## src/rtl/uart_host_pkg.sv

```systemverilog
// Shared definitions for the UART host controller: register map, LSR bit
// positions and the controller state encoding.
package uart_host_pkg;

    localparam logic [2:0] ADDR_RBR_THR_DLL = 3'd0;
    localparam logic [2:0] ADDR_DLM         = 3'd1;
    localparam logic [2:0] ADDR_FCR         = 3'd2;
    localparam logic [2:0] ADDR_LCR         = 3'd3;
    localparam logic [2:0] ADDR_LSR         = 3'd5;

    localparam int LSR_DR   = 0;
    localparam int LSR_OE   = 1;
    localparam int LSR_PE   = 2;
    localparam int LSR_FE   = 3;
    localparam int LSR_BI   = 4;
    localparam int LSR_THRE = 5;

    typedef enum logic [3:0] {
        S_IDLE,
        S_W_DLAB,
        S_W_DLL,
        S_W_DLM,
        S_W_LCR,
        S_W_FCR,
        S_RD_LSR,
        S_WAIT_LSR,
        S_RD_RBR,
        S_WAIT_RBR,
        S_W_THR,
        S_POLL_GAP
    } host_state_t;

endpackage

```

## src/rtl/uart_host_ctrl.sv

```systemverilog
// Register-port initiator for a 16550-style UART: programs the line setup,
// then polls LSR and shuttles bytes between the stream ports and THR/RBR.
module uart_host_ctrl
    import uart_host_pkg::*;
#(
    parameter int RD_LAT   = 1,
    parameter int POLL_GAP = 4
) (
    input  logic        clk,
    input  logic        rst,
    input  logic        cfg_start,
    input  logic [15:0] cfg_div,
    input  logic [7:0]  cfg_lcr,
    input  logic [7:0]  cfg_fcr,
    output logic        cfg_done,
    output logic        busy,
    input  logic        tx_valid,
    input  logic [7:0]  tx_data,
    output logic        tx_ready,
    output logic        rx_valid,
    output logic [7:0]  rx_data,
    input  logic        rx_ready,
    output logic [3:0]  err_flags,
    output logic        wr,
    output logic        rd,
    output logic [2:0]  addr,
    output logic [7:0]  din,
    input  logic [7:0]  dout
);

    localparam int CNT_W = 16;
    localparam logic [CNT_W-1:0] LAT_LOAD = CNT_W'(RD_LAT - 1);
    localparam logic [CNT_W-1:0] GAP_LOAD = (POLL_GAP > 0) ? CNT_W'(POLL_GAP - 1) : '0;

    host_state_t      state, state_nxt;
    logic [CNT_W-1:0] cnt, cnt_nxt;
    logic             restart_pend;
    logic [2:0]       addr_nxt;
    logic [7:0]       din_nxt;
    logic             in_run, cfg_req, restart, cnt_zero, lsr_sampled, rbr_sampled;

    assign in_run = (state == S_RD_LSR) || (state == S_WAIT_LSR) || (state == S_RD_RBR) ||
                    (state == S_WAIT_RBR) || (state == S_W_THR) || (state == S_POLL_GAP);
    assign cfg_req     = cfg_start && ((state == S_IDLE) || in_run);
    assign restart     = restart_pend || cfg_start;
    assign cnt_zero    = (cnt == '0);
    assign lsr_sampled = (state == S_WAIT_LSR) && cnt_zero;
    assign rbr_sampled = (state == S_WAIT_RBR) && cnt_zero;

    assign wr = (state == S_W_DLAB) || (state == S_W_DLL) || (state == S_W_DLM) ||
                (state == S_W_LCR) || (state == S_W_FCR) || (state == S_W_THR);
    assign rd       = (state == S_RD_LSR) || (state == S_RD_RBR);
    assign tx_ready = (state == S_W_THR);
    assign busy     = !((state == S_IDLE) || (state == S_POLL_GAP));

    // A reconfigure request arriving with a read in flight lets that read finish
    // and throws its data away before the write sequence restarts.
    always_comb begin
        state_nxt = state;
        cnt_nxt   = cnt;
        case (state)
            S_IDLE:   if (cfg_start) state_nxt = S_W_DLAB;
            S_W_DLAB: state_nxt = S_W_DLL;
            S_W_DLL:  state_nxt = S_W_DLM;
            S_W_DLM:  state_nxt = S_W_LCR;
            S_W_LCR:  state_nxt = S_W_FCR;
            S_W_FCR:  state_nxt = S_RD_LSR;
            S_RD_LSR: begin
                state_nxt = S_WAIT_LSR;
                cnt_nxt   = LAT_LOAD;
            end
            S_WAIT_LSR: begin
                if (!cnt_zero) begin
                    cnt_nxt = cnt - CNT_W'(1);
                end else if (restart) begin
                    state_nxt = S_W_DLAB;
                end else if (dout[LSR_DR] && !rx_valid) begin
                    state_nxt = S_RD_RBR;
                end else if (dout[LSR_THRE] && tx_valid) begin
                    state_nxt = S_W_THR;
                end else if (POLL_GAP == 0) begin
                    state_nxt = S_RD_LSR;
                end else begin
                    state_nxt = S_POLL_GAP;
                    cnt_nxt   = GAP_LOAD;
                end
            end
            S_RD_RBR: begin
                state_nxt = S_WAIT_RBR;
                cnt_nxt   = LAT_LOAD;
            end
            S_WAIT_RBR: begin
                if (!cnt_zero) cnt_nxt = cnt - CNT_W'(1);
                else           state_nxt = restart ? S_W_DLAB : S_RD_LSR;
            end
            S_W_THR:  state_nxt = cfg_start ? S_W_DLAB : S_RD_LSR;
            S_POLL_GAP: begin
                if (cfg_start)     state_nxt = S_W_DLAB;
                else if (cnt_zero) state_nxt = S_RD_LSR;
                else               cnt_nxt = cnt - CNT_W'(1);
            end
            default:  state_nxt = S_IDLE;
        endcase
    end

    always_comb begin
        addr_nxt = addr;
        din_nxt  = din;
        case (state_nxt)
            S_W_DLAB: begin addr_nxt = ADDR_LCR;         din_nxt = 8'h80;           end
            S_W_DLL:  begin addr_nxt = ADDR_RBR_THR_DLL; din_nxt = cfg_div[7:0];    end
            S_W_DLM:  begin addr_nxt = ADDR_DLM;         din_nxt = cfg_div[15:8];   end
            S_W_LCR:  begin addr_nxt = ADDR_LCR;         din_nxt = cfg_lcr & 8'h7F; end
            S_W_FCR:  begin addr_nxt = ADDR_FCR;         din_nxt = cfg_fcr;         end
            S_W_THR:  begin addr_nxt = ADDR_RBR_THR_DLL; din_nxt = tx_data;         end
            S_RD_LSR: addr_nxt = ADDR_LSR;
            S_RD_RBR: addr_nxt = ADDR_RBR_THR_DLL;
            default:  ;
        endcase
    end

    // Error bits accumulate over every kept LSR sample until the next reconfigure.
    always_ff @(posedge clk) begin
        if (rst) begin
            state        <= S_IDLE;
            cnt          <= '0;
            restart_pend <= 1'b0;
            addr         <= '0;
            din          <= '0;
            cfg_done     <= 1'b0;
            err_flags    <= '0;
            rx_valid     <= 1'b0;
            rx_data      <= '0;
        end else begin
            state        <= state_nxt;
            cnt          <= cnt_nxt;
            restart_pend <= ((state_nxt == S_WAIT_LSR) || (state_nxt == S_WAIT_RBR)) &&
                            (restart_pend || cfg_req);
            addr         <= addr_nxt;
            din          <= din_nxt;

            if (cfg_req)                 cfg_done <= 1'b0;
            else if (state == S_W_FCR)   cfg_done <= 1'b1;

            if (cfg_req)
                err_flags <= '0;
            else if (lsr_sampled && !restart)
                err_flags <= err_flags | {dout[LSR_BI], dout[LSR_FE], dout[LSR_PE], dout[LSR_OE]};

            if (rx_valid && rx_ready) rx_valid <= 1'b0;
            if (rbr_sampled && !restart) begin
                rx_valid <= 1'b1;
                rx_data  <= dout;
            end
        end
    end

endmodule

```

## config.mk

```make
export PLATFORM = sky130hd
export DESIGN_NAME = uart_host_ctrl
export DESIGN_NICKNAME = d
export VERILOG_FILES = /design/src/rtl/uart_host_pkg.sv /design/src/rtl/uart_host_ctrl.sv
export SDC_FILE = /design/constraint.sdc
export NUM_CORES = 1
export LEC_CHECK = 0
export ABC_AREA = 0
export CORE_UTILIZATION = 47
export DETAILED_ROUTE_END_ITERATION = 10
export GPL_TIMING_DRIVEN = 0
export PLACE_DENSITY = 0.81
export RECOVER_POWER = 50
export SETUP_SLACK_MARGIN = 0.5
export SYNTH_ARGS = -nofsm -noshare
export SYNTH_HDL_FRONTEND = slang
export SYNTH_SLANG_ARGS = --single-unit
```

## constraint.sdc

```tcl
create_clock -name clk -period 3.1 [get_ports clk]
set_input_delay 0.93 -clock clk [delete_from_list [all_inputs] [get_ports clk]]
set_output_delay 0.93 -clock clk [all_outputs]
set_load 0.02 [all_outputs]
```

Run 1, wiring by layer:
Two of the layers only.
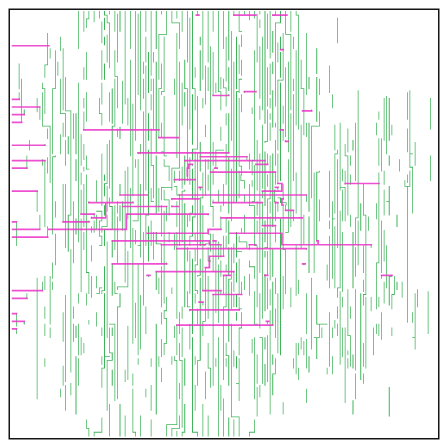
Key: M3 = magenta [wire length 441 um]; M2 = green [wire length 4220 um]
All-Layer GR Usage: 27.04%
vias: 2871
final WL: 8.325 mm
average wire per standard cell: 16.78 um

Run 1, congestion heat map:
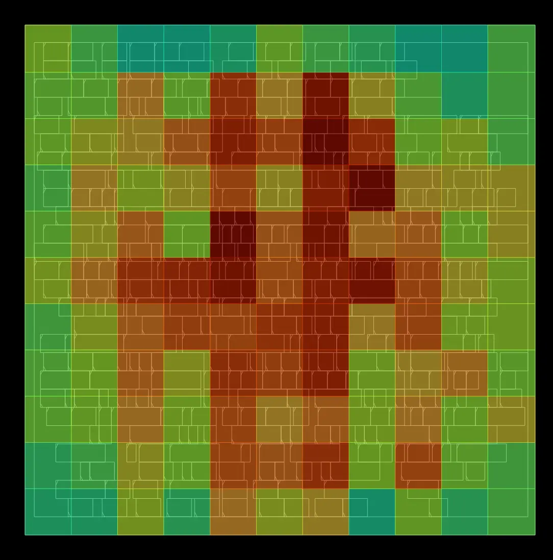
Global Route met1 Usage: 31.94%
global routing met2 resource utilization: 48.55%
routing usage on met3: 4.910%
global route hottest layer: met2

Run 1, port wiring:
The bar under the picture is 20 um long.
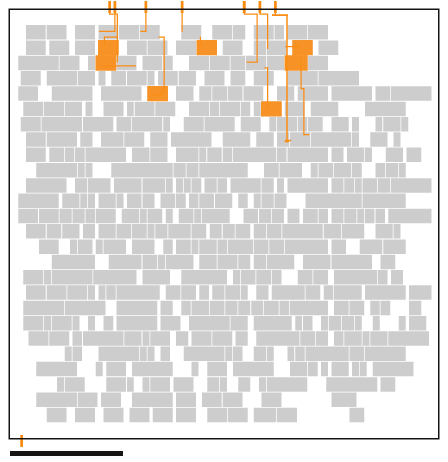
Key: cfg_lcr = orange [direction input, end cells 7, wire 122 um]
PortBufs: 80
I/O pin count: 82

==> CHANGELOG.md, run 1 <==
### Implementation results

- Status: finished clean
- Chip height: 76.06 um
- Clk pwr share: between 20 and 30%
- Post-Syn Area: 2577 sq um
- Worst setup EP type: flop
- Adder share: less than 1%
- Setup crit end: addr[2]
- Switching power total: 440.9 uW
- Hold WC Path Type: flop to flop
- Origin of the critical flop-to-flop path: cnt[8]
- Synth area leaders: dfxtp_1 36%, nor2_1 6.8%, mux2i_1 6.2%, a21oi_1 4.9%, xnor2_1 3.1%
- Reg2Reg Depth: 8
- Antenna violations before repair: 0
- Synth Area in XOR/XNOR: between 3 and 4%
- Tool warning count: 30
- CTS Buf Count: 5
- Iter 0 DRT Violations: roughly 220
- Initial DRT Pass Iterations: 5
- Detailed Place HPWL: about 5.4 mm
- Internal power: roughly 1100 uW
- DP Area: 3473 sq um
- WP data required: about 3.3 ns
- Global-route wire length before repair: about 13 mm
- Top cells by count: 47 x nor2_1, 46 x dfxtp_1, 25 x a21oi_1
- # Cells Yosys: just over 300
- R2R Setup Slk: around 0.25 ns
- Asr flop ratio synth: 0%
- Max reg flops: 16
- Switching Share: 29.09%
- Synth warn: 0
==> run 1: worst max-delay path, cell delays in order (launching register included) <==
cell	delay (ns)
dfxtp_2	0.35
or4_1	0.52
clkbuf_1	0.22
or4_1	0.59
o211ai_4	0.29
and3_4	0.22
nand4_1	0.16
and3_1	0.22
a22o_1	0.18
==> run 1: power by group through the flow <==
stage	clock, uW	combinational, uW	sequential [uW]
after floorplan	0	175	664
after global placement	0	352	642
after detailed placement	0	356	643
after CTS	454	388	631
after global routing	472	462	636
final	447	436	633
==> run 1: stage by stage <==
step,setup TNS (ns),setup slack [ns],instances
after floorplan,0,0.5027,310
after detailed placement,-4.572,-0.3640,460
after global routing,0,0.1465,496
final,0,0.2548,496
after CTS,0,0.4395,486
after global placement,-4.413,-0.3518,460
==> run 1: cell type report <==
cell class	instances	area share, %
clock inverters	2	0.9225
repair buffers	108	25.03
clock buffers	6	1.784
flip-flops and latches	46	22.94
inverters	6	0.5535
well taps	70	2.153
multi-input cells	241	43.17
plain buffers	17	3.444
==> run 1: layout by cell type, fill, tap and decap left out, drive strengths merged, types with 3 or more instances in the layout <==
| cell type | instances |
|---|---|
| clkdlybuf4s50 | 49 |
| nor2 | 48 |
| dfxtp | 46 |
| buf | 36 |
| dlygate4sd3 | 26 |
| a21oi | 25 |
| clkbuf | 17 |
| mux2i | 16 |
| nand2 | 13 |
| nand2b | 10 |
| nor3 | 10 |
| o21ai | 10 |
| xnor2 | 9 |
| o2bb2ai | 7 |
| nor2b | 7 |
| a31oi | 6 |
| inv | 6 |
| o22ai | 5 |
| nor4 | 5 |
| or2 | 4 |
| or3 | 4 |
| nand4 | 4 |
| a22o | 4 |
| nand3 | 4 |
| or4 | 4 |
| o21a | 3 |
| a221o | 3 |
| a22oi | 3 |
| and3 | 3 |
| o211ai | 3 |
==> run 1 -> run 2 <==
--- a/config.mk
+++ b/config.mk
@@ -5,11 +5,11 @@
 export SDC_FILE = /design/constraint.sdc
 export NUM_CORES = 1
 export LEC_CHECK = 0
-export ABC_AREA = 0
+export ABC_AREA = 1
 export CORE_UTILIZATION = 47
 export DETAILED_ROUTE_END_ITERATION = 10
 export GPL_TIMING_DRIVEN = 0
-export PLACE_DENSITY = 0.81
+export PLACE_DENSITY = 0.8
 export RECOVER_POWER = 50
 export SETUP_SLACK_MARGIN = 0.5
 export SYNTH_ARGS = -nofsm -noshare
Run 2, register map, names as in the netlist:
The bar under the picture is 20 um long.
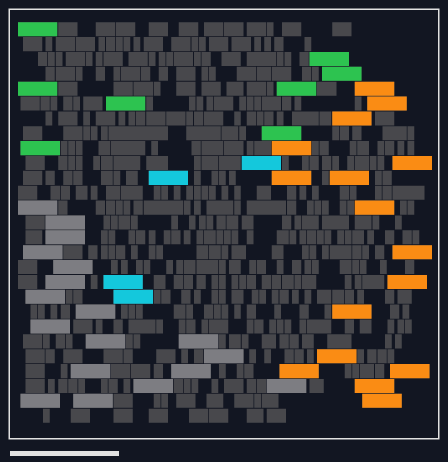
Key: cnt = orange [sequential cells 16]; state = cyan [sequential cells 4]; din = green [sequential cells 8]
post-layout util: 67.50%
Seq/total area: 24.48%
P_seq: 658 uW
register area: 920.9 sq um

Run 2, congestion heat map:
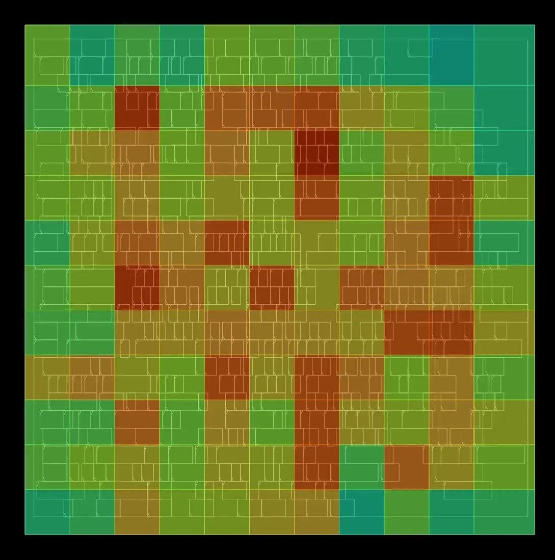
average wire per standard cell: 12.46 um
Global Route met1 Usage: 31.33%
global routing met2 resource utilization: 44.47%
All-Layer GR Usage: 25.33%
routing usage on met3: 4.419%

==> CHANGELOG.md, run 2 <==
### Implementation results

- Reg2Reg Depth: 14 (+6)
- Switching power total: 606.4 uW (+38%)
- Antenna violations before repair: 0 (unchanged)
- P_clk: 451 uW (+0.9%)
- Worst setup EP type: flop
- Status: finished clean
- Clk pwr share: 26.0% (-3.5 points)
- Initial DRT Pass Iterations: 4 (-1)
- Highest-power group: registers
- Logic share of the area: 42.17% (-1.0 points)
- Setup TNS Final: 0 ns (unchanged)
- Internal power: 1126 uW (+4.8%)
- Synth warn: 0 (unchanged)
- Origin of the critical flop-to-flop path: cnt[0]
- Top cells by count: 95 x nand2_1, 77 x nor2_1, 49 x inv_1
- WP data required: 3.34 ns (+0.04 ns)
- ClkCell Share: 2.927% (+0.22 points)
- PortBufs: 79 (-1.3%)
- Critical path's top delay family: simple AND/OR/NAND/NOR gates
- Chip height: 78.32 um (+3.0%)
## run 2: cell count changes after synthesis, sizes merged, moves of 7 or more
cell	delta
a21oi	+7
clkbuf	-8
nand2b	-10
nand3	+27
xnor2	-8
nor2b	-7
o21ai	+16
mux2i	-16
inv	+51
nand2	+95
nor2	+44
## run 2: per-layer routing
| metal | routed length, um | global-route usage, % | share of wire (%) |
|---|---|---|---|
| met1 | 3243 | 31.33 | 44 |
| met2 | 3705 | 44.47 | 50 |
| met3 | 314 | 4.419 | 4.3 |
| met4 | 75 | 7.778 | 1.0 |
| met5 | 0 | 0 | 0 |
## run 2: worst max-delay path by stage
stage                         start  endpoint  cells past startpoint
final                       dout[0]    din[0]                     13
after CTS                  state[3]        wr                      7
after global routing        dout[0]    cnt[2]                     13
after detailed placement  cfg_start   cnt[12]                     13
after global placement    cfg_start   cnt[12]                     13
after floorplan           cfg_start    cnt[5]                     12
## run 2: metrics by stage
stage	setup WS [ns]	total power, uW	hold slack [ns]	util [%]	cells
6_report	0.5514	1733	0.4579	67.50	589
5_1_grt	0.3496	1842	0.4947	67.50	589
4_1_cts	0.3809	1749	0.4596	67.05	586
3_5_place_dp	0.06077	1301	0.4340	64.92	578
3_3_place_gp	0.1070	1292	0.4303	64.92	578
2_1_floorplan	0.8554	1073	0.4208	-	427
## run 2: cells by family (layout without fill, tap and decap cells)
| group | count (synthesis) | after routing | synth area share (%) |
|---|---|---|---|
| XOR/XNOR | 2 | 2 | 0.6400 |
| AND-OR/OR-AND | 68 | 68 | 13.67 |
| flip-flops | 46 | 46 | 33.64 |
| AND/OR/NAND/NOR | 245 | 245 | 42.23 |
| buffers and inverters | 64 | 154 | 8.912 |
| adder cells (fa/ha/maj) | 2 | 2 | 0.9139 |
==> run 2 -> run 3 <==
--- a/config.mk
+++ b/config.mk
@@ -6,10 +6,10 @@
 export NUM_CORES = 1
 export LEC_CHECK = 0
 export ABC_AREA = 1
-export CORE_UTILIZATION = 47
+export CORE_UTILIZATION = 43
 export DETAILED_ROUTE_END_ITERATION = 10
 export GPL_TIMING_DRIVEN = 0
-export PLACE_DENSITY = 0.8
+export PLACE_DENSITY = 0.77
 export RECOVER_POWER = 50
 export SETUP_SLACK_MARGIN = 0.5
 export SYNTH_ARGS = -nofsm -noshare
==> constraint.sdc (replaced) <==
create_clock -name clk -period 2.1 [get_ports clk]
set_input_delay 0.63 -clock clk [delete_from_list [all_inputs] [get_ports clk]]
set_output_delay 0.63 -clock clk [all_outputs]
set_load 0.02 [all_outputs]
Run 3, port wiring:
The bar under the picture is 20 um long.
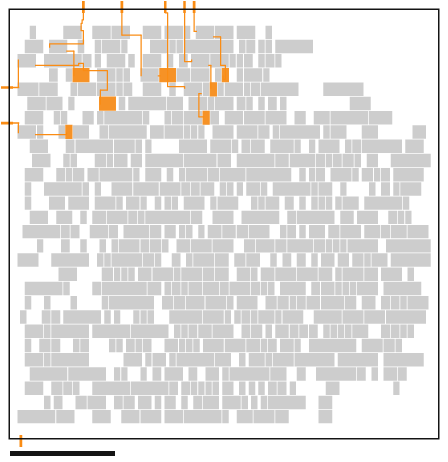
Key: cfg_lcr = orange [direction input, end cells 7, wire 132 um]
PortBufs: 79

==> CHANGELOG.md, run 3 <==
### Implementation results

- Rel. slew slack: roughly three fifths
- WL met3: 555 um (+77%)
- Chip height: 81.79 um (+4.4%)
- Average wire per standard cell: 15.63 um (+25%)
- Top cells by count: 95 x nand2_1, 77 x nor2_1, 49 x inv_1
- Worst setup EP type: flop
- Post-Syn Nets: a little under 500
- M1 WL: 3.578 mm (+10%)
- Worst EP arrival: 2.29 ns
- All-Layer GR Usage: 26.90% (+1.6 points)
- WP data required: 2.33 ns (-1.01 ns)
- Initial DRT Pass Iterations: 5 (+1)
- Synth warn: 0 (unchanged)
- Dominant cell type by area after synthesis: dfxtp_1
- Antenna violations before repair: 0 (unchanged)
- Max layer used: met4
- Worst Hold Slack: 0.4665 ns (+0.008589 ns)
- Highest-power group: combinational logic
- Internal power: 1692 uW (+50%)
- Asr flop ratio synth: 0%
- Iter 0 DRT Violations: slightly below 200
- Final WL: 9.864 mm
- Metal2 WL: 5.305 mm (+43%)
- P_seq: 998 uW (+52%)
- Critical path's top delay family: simple AND/OR/NAND/NOR gates
- Status: finished clean
- P_clk: 582 uW (+29%)
- Pwr Total: 2796 uW (+61%)
- Clk pwr share: 20.8% (-5.2 points)
- Maximum root-to-sink buffer count: 2
- Detailed Place HPWL: between 5 and 6 mm
Run 3, wiring by layer:
Two of the layers only.
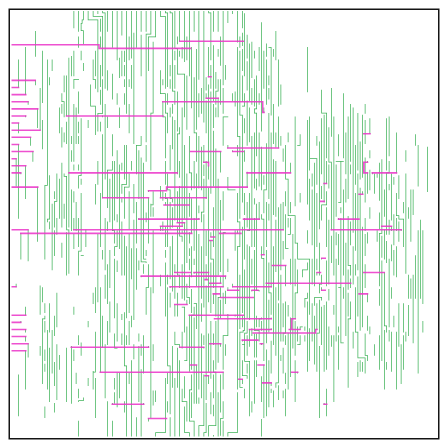
Key: M3 = magenta [wire length 555 um]; M2 = green [wire length 5310 um]

[run 3: cell counts after synthesis]
No cell type changed its count.
[run 3: path summary, 6_finish.rpt]
check	from	to	slack, ns	cells after the start
worst max-delay path	state[2]	addr[0]	0.04	14
worst min-delay path	din[0]	din[0]	0.47	2
worst max register to register	state[2]	addr[0]	0.04	14
worst min register to register	din[0]	din[0]	0.47	2
[run 3: routing by layer]
metal / global-route usage (%) / vias up
met1: 30.07 / 1600
met4: 11.23 / 0
met5: 0 / -
met3: 4.778 / 49
met2: 49.50 / 136
li1: - / 1623
[run 3: cell families after synthesis]
group / share of synthesized area (%)
and+or+nand+nor: 42.23
AOI/OAI and AO/OA: 13.67
buffers and inverters: 8.912
DFF: 33.64
xor gates and xnor gates: 0.6400
adders and majority gates: 0.9139
[run 3: per-stage QoR]
stage | instances | setup TNS, ns | util (%) | instance area [sq um] | setup slack [ns]
global route | 631 | -0.5038 | 73.59 | 4434 | -0.07948
floorplan | 427 | 0 | - | 2815 | 0.3084
finish | 631 | 0 | 73.59 | 4434 | 0.04068
CTS | 611 | 0 | 69.48 | 4187 | 0.1464
detailed placement | 581 | -14.67 | 61.40 | 3700 | -0.5009
global placement | 581 | -13.37 | 61.40 | 3700 | -0.4841
[run 3: area by class of cell]
type,instances,area [sq um],share of cell area [%]
Clock inverter,2,12.51,0.2822
Tap cell,75,93.84,2.116
Buffer,6,45.04,1.016
Clock buffer,6,82.58,1.862
Multi-Input combinational cell,317,2007,45.26
Inverter,58,246.5,5.559
Sequential cell,46,953.4,21.50
Timing Repair Buffer,121,993.5,22.40
[run 3: repair_timing]
item,CTS,global route
hold endpoints to repair,0,0
setup endpoints to repair,69,67
resized,155,101
setup buffers,22,20
pin swaps,36,37
Power figures rest on the tool's default switching activity, not on a simulated workload.
